### config.mk
export PLATFORM = sky130hd
export DESIGN_NAME = half_sub
export DESIGN_NICKNAME = d
export VERILOG_FILES = /design/src/rtl/half_sub_pkg.sv /design/src/rtl/half_sub_cell.sv /design/src/rtl/half_sub.sv
export SDC_FILE = /design/constraint.sdc
export NUM_CORES = 1
export LEC_CHECK = 0
export CAP_MARGIN = 15
export CORE_AREA = 8 8 45 47
export DETAILED_ROUTE_END_ITERATION = 16
export DIE_AREA = 0 0 53 55
export PLACE_DENSITY = 0.71
export REMOVE_ABC_BUFFERS = 1
export SKIP_LAST_GASP = 1
export SLEW_MARGIN = 10
export SYNTH_ARGS = -nofsm -noshare
export SYNTH_HDL_FRONTEND = slang
export SYNTH_SLANG_ARGS = --single-unit
### constraint.sdc
create_clock -name clk -period 1.75 [get_ports clk]
set_input_delay 0.2625 -clock clk [delete_from_list [all_inputs] [get_ports clk]]
set_output_delay 0.2625 -clock clk [all_outputs]
set_load 0.005 [all_outputs]
### src/rtl/half_sub_pkg.sv
// Shared constants and helpers for the half-subtractor slice.
package half_sub_pkg;

  localparam int unsigned DefWidth = 1;
  localparam int unsigned DefCntW  = 8;

  // All-ones value of a w-bit counter, clamped to 32 bits.
  function automatic logic [31:0] sat_max(input int unsigned w);
    if (w >= 32) begin
      return 32'hFFFF_FFFF;
    end
    return (32'd1 << w) - 32'd1;
  endfunction

endpackage

### src/rtl/half_sub_cell.sv
// One-bit combinational half subtractor: a - b.
module half_sub_cell (
  input  logic a_i,
  input  logic b_i,
  output logic diff_o,
  output logic borrow_o
);

  assign diff_o   = a_i ^ b_i;
  assign borrow_o = ~a_i & b_i;

endmodule

### src/rtl/half_sub.sv
// WIDTH independent half-subtractor lanes with a registered copy,
// a valid pipeline stage and a saturating borrow-event counter.
module half_sub
  import half_sub_pkg::*;
#(
  parameter int unsigned WIDTH = DefWidth,
  parameter int unsigned CNT_W = DefCntW
) (
  input  logic             clk,
  input  logic             rst,
  input  logic [WIDTH-1:0] a,
  input  logic [WIDTH-1:0] b,
  input  logic             in_valid,
  output logic [WIDTH-1:0] diff,
  output logic [WIDTH-1:0] borrow,
  output logic [WIDTH-1:0] diff_q,
  output logic [WIDTH-1:0] borrow_q,
  output logic             out_valid,
  output logic [CNT_W-1:0] borrow_cnt
);

  localparam logic [CNT_W-1:0] CntMax = CNT_W'(sat_max(CNT_W));

  for (genvar i = 0; i < WIDTH; i++) begin : g_lane
    half_sub_cell u_cell (
      .a_i      (a[i]),
      .b_i      (b[i]),
      .diff_o   (diff[i]),
      .borrow_o (borrow[i])
    );
  end

  logic [WIDTH-1:0] diff_d, borrow_d, diff_r, borrow_r;
  logic             out_valid_d, out_valid_r;
  logic [CNT_W-1:0] borrow_cnt_d, borrow_cnt_r;

  always_comb begin
    diff_d       = diff_r;
    borrow_d     = borrow_r;
    out_valid_d  = in_valid;
    borrow_cnt_d = borrow_cnt_r;
    if (in_valid) begin
      diff_d   = diff;
      borrow_d = borrow;
      // Count samples with any lane borrowing; stick at all-ones.
      if ((|borrow) && (borrow_cnt_r != CntMax)) begin
        borrow_cnt_d = borrow_cnt_r + 1'b1;
      end
    end
  end

  always_ff @(posedge clk) begin
    if (rst) begin
      diff_r       <= '0;
      borrow_r     <= '0;
      out_valid_r  <= 1'b0;
      borrow_cnt_r <= '0;
    end else begin
      diff_r       <= diff_d;
      borrow_r     <= borrow_d;
      out_valid_r  <= out_valid_d;
      borrow_cnt_r <= borrow_cnt_d;
    end
  end

  assign diff_q     = diff_r;
  assign borrow_q   = borrow_r;
  assign out_valid  = out_valid_r;
  assign borrow_cnt = borrow_cnt_r;

endmodule

**Run 1: clock wiring as the flow saved it**

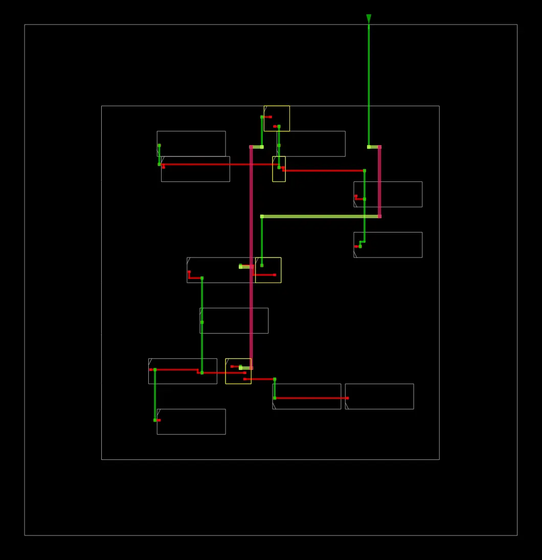
sequential cells: 11
CTS buffer count: 3

**Run 1: the metal 3 layer**

Drawn at 8 px/um.
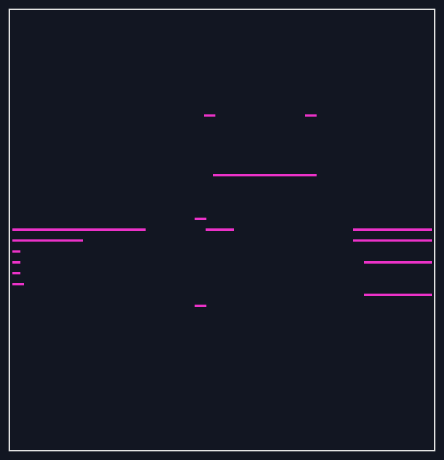
nets with wire on the layer: 13
wire length on this layer: 84.1 um

**Run 1: wiring heat map**

Drawn at 6 px/um. 11 x 11 tiles, from black (low) to pale yellow (high), scaled to the fullest tile. Values are wire area over tile area, all layers added.
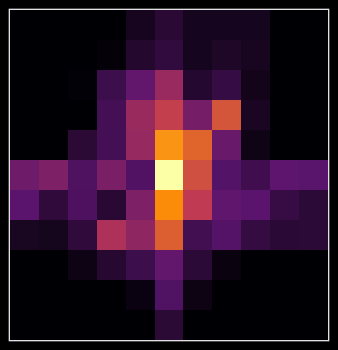
mean over tiles: 0.066
densest ninth of the die: center
tiles over half the peak: 7.4%
fullest tile: 0.46
emptiest ninth of the die: upper left
nearly empty tiles: 41%

==> run summary, run 1 <==
IO Port Bufs - 17
critical path's slowest cell - clkdlybuf4s50_1
Die X - 53 um
ys cells - 54
Non-clk bufs - 18
router iterations before antenna repair - 4
Max Slew Vio Count - 0
R2R Path End - borrow_cnt[7]
Clock Skew - 0.6410 ps
Hold Fails Final Rpt - 0
CP endpoint - diff
relative slew slack - 71.75%
met2 WL post-DR - 557 um
status - complete, no violations
Leakage - 0.2727 nW
share of synthesized registers carrying an async set or reset - 0%
core area - 1384 sq um
worst-path fanout max - 2
Fill cells - 133
yosys warns - 0
Worst R2R Start - borrow_cnt[0]
mux share - 3.828%
met3 WL post-DR - 84 um
clk root buf - clkbuf_4
grt met2 use - 14.06%
clock slew at reported path FFs - 60 ps
R2R depth - 5
largest net degree at the start of global routing - 12
Main synth FF type - dfxtp_1
Post-Synth AOI/OAI Area - 13.64%
Die H - 55 um
Worst Setup SP - a
run 1: stage by stage:
step / utilization, % / hold WS (ps) / TNS [ps] / instance area [sq um]
2_1_floorplan: - / 331.6 / 0 / 519.2
3_3_place_gp: 51.81 / 460.8 / -104.5 / 716.9
6_report: 53.98 / 483.0 / 0 / 747.0
5_1_grt: 53.98 / 509.9 / 0 / 747.0
4_1_cts: 53.62 / 482.9 / 0 / 742.0
3_5_place_dp: 51.81 / 469.3 / -113.4 / 716.9
run 1: where the power goes:
part / total (mW) / switching (mW) / internal, mW
Combinational: 0.0498 / 0.0201 / 0.0297
Sequential: 0.260 / 0.00370 / 0.256
Clock: 0.171 / 0.0828 / 0.0884
run 1: flip-flops by register name, summed over array words and instances, names as in the netlist:
register	cells
borrow_cnt	8
borrow_q	1
diff_q	1
out_valid	1
==> run 1 -> run 2 <==
Settings changed: SLEW_MARGIN 10 to 40.
**Run 2: routed clock nets over the placement**

Drawn at 6 px/um.
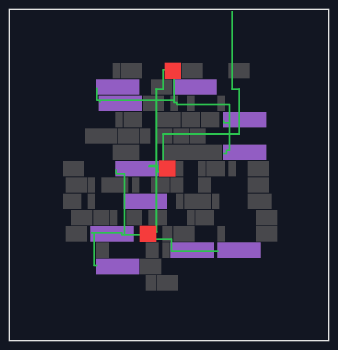
[purple] flip-flops | count: 11
[green] clock wires | length: 159 um
[red] clock-net drivers | count: 3
routed clock nets: 4

**Run 2: drive-strength map**

Drawn at 8 px/um.
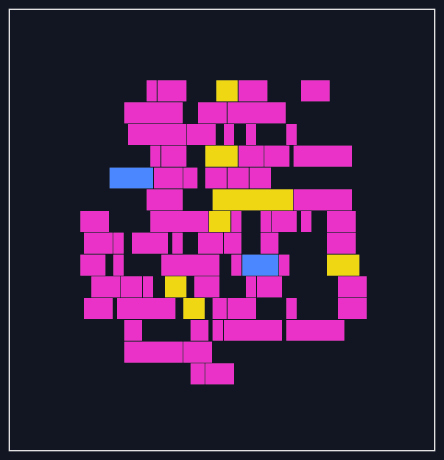
| color | size | cells | share |
|---|---|---|---|
| magenta | x1 and smaller | 66 | 88% |
| yellow | x3 and x4 | 7 | 9.3% |
| blue | x2 | 2 | 2.7% |

==> run summary, run 2 <==
status - complete, no violations
clk root buf - clkbuf_4
met2 WL post-DR - 557 um (unchanged)
Leakage - 0.2727 nW (unchanged)
met3 WL post-DR - 84 um (unchanged)
router iterations before antenna repair - 4 (unchanged)
Worst R2R Start - borrow_cnt[0]
max FFs per register - 8 (unchanged)
worst-path fanout max - 2 (unchanged)
IO Port Bufs - 17 (unchanged)
yosys warns - 0 (unchanged)
grt met2 use - 14.06% (unchanged)
Die H - 55 um (unchanged)
R2R depth - 5 (unchanged)
Worst Setup SP - a
Max Slew Vio Count - 0 (unchanged)
ys cells - 54 (unchanged)
share of synthesized registers carrying an async set or reset - 0% (unchanged)
Seq. pwr - 260 uW (about the same)
critical path's slowest cell - clkdlybuf4s50_1
relative slew slack - 71.75% (unchanged)
Main synth FF type - dfxtp_1
Clock Skew - 0.6410 ps (unchanged)
P_int - 374.1 uW (unchanged)
Sw Ratio - 22.18% (unchanged)
**Run 2: wiring heat map**

Drawn at 6 px/um. 11 x 11 tiles, from black (low) to pale yellow (high), scaled to the fullest tile. Values are wire area over tile area, all layers added.
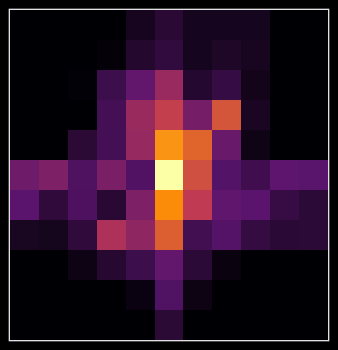
nearly empty tiles: 41%
mean over tiles: 0.066
densest ninth of the die: center
tiles over half the peak: 7.4%
emptiest ninth of the die: upper left

==> run 2: cell counts after synthesis <==
Identical to the previous run, type by type.
==> run 2: cells by family (layout without fill, tap and decap cells) <==
| logic type | after synthesis | after routing | synth area share [%] |
|---|---|---|---|
| AND/OR/NAND/NOR | 23 | 23 | 23.45 |
| flip-flops | 11 | 11 | 42.11 |
| AND-OR/OR-AND | 7 | 7 | 13.64 |
| XOR/XNOR | 6 | 6 | 10.05 |
| buffers and inverters | 3 | 24 | 2.153 |
| adder cells (fa/ha/maj) | 2 | 2 | 4.784 |
| multiplexers | 2 | 2 | 3.828 |
==> run 2: final cells by class <==
cell class	count	area (sq um)
Fill cell	133	636.9
Multi-Input combinational cell	40	294.0
Sequential cell	11	220.2
Timing Repair Buffer	18	178.9
Clock buffer	4	26.28
Tap cell	16	20.02
Inverter	2	7.507
No activity file was given, so power comes from the tool's default toggle rates.
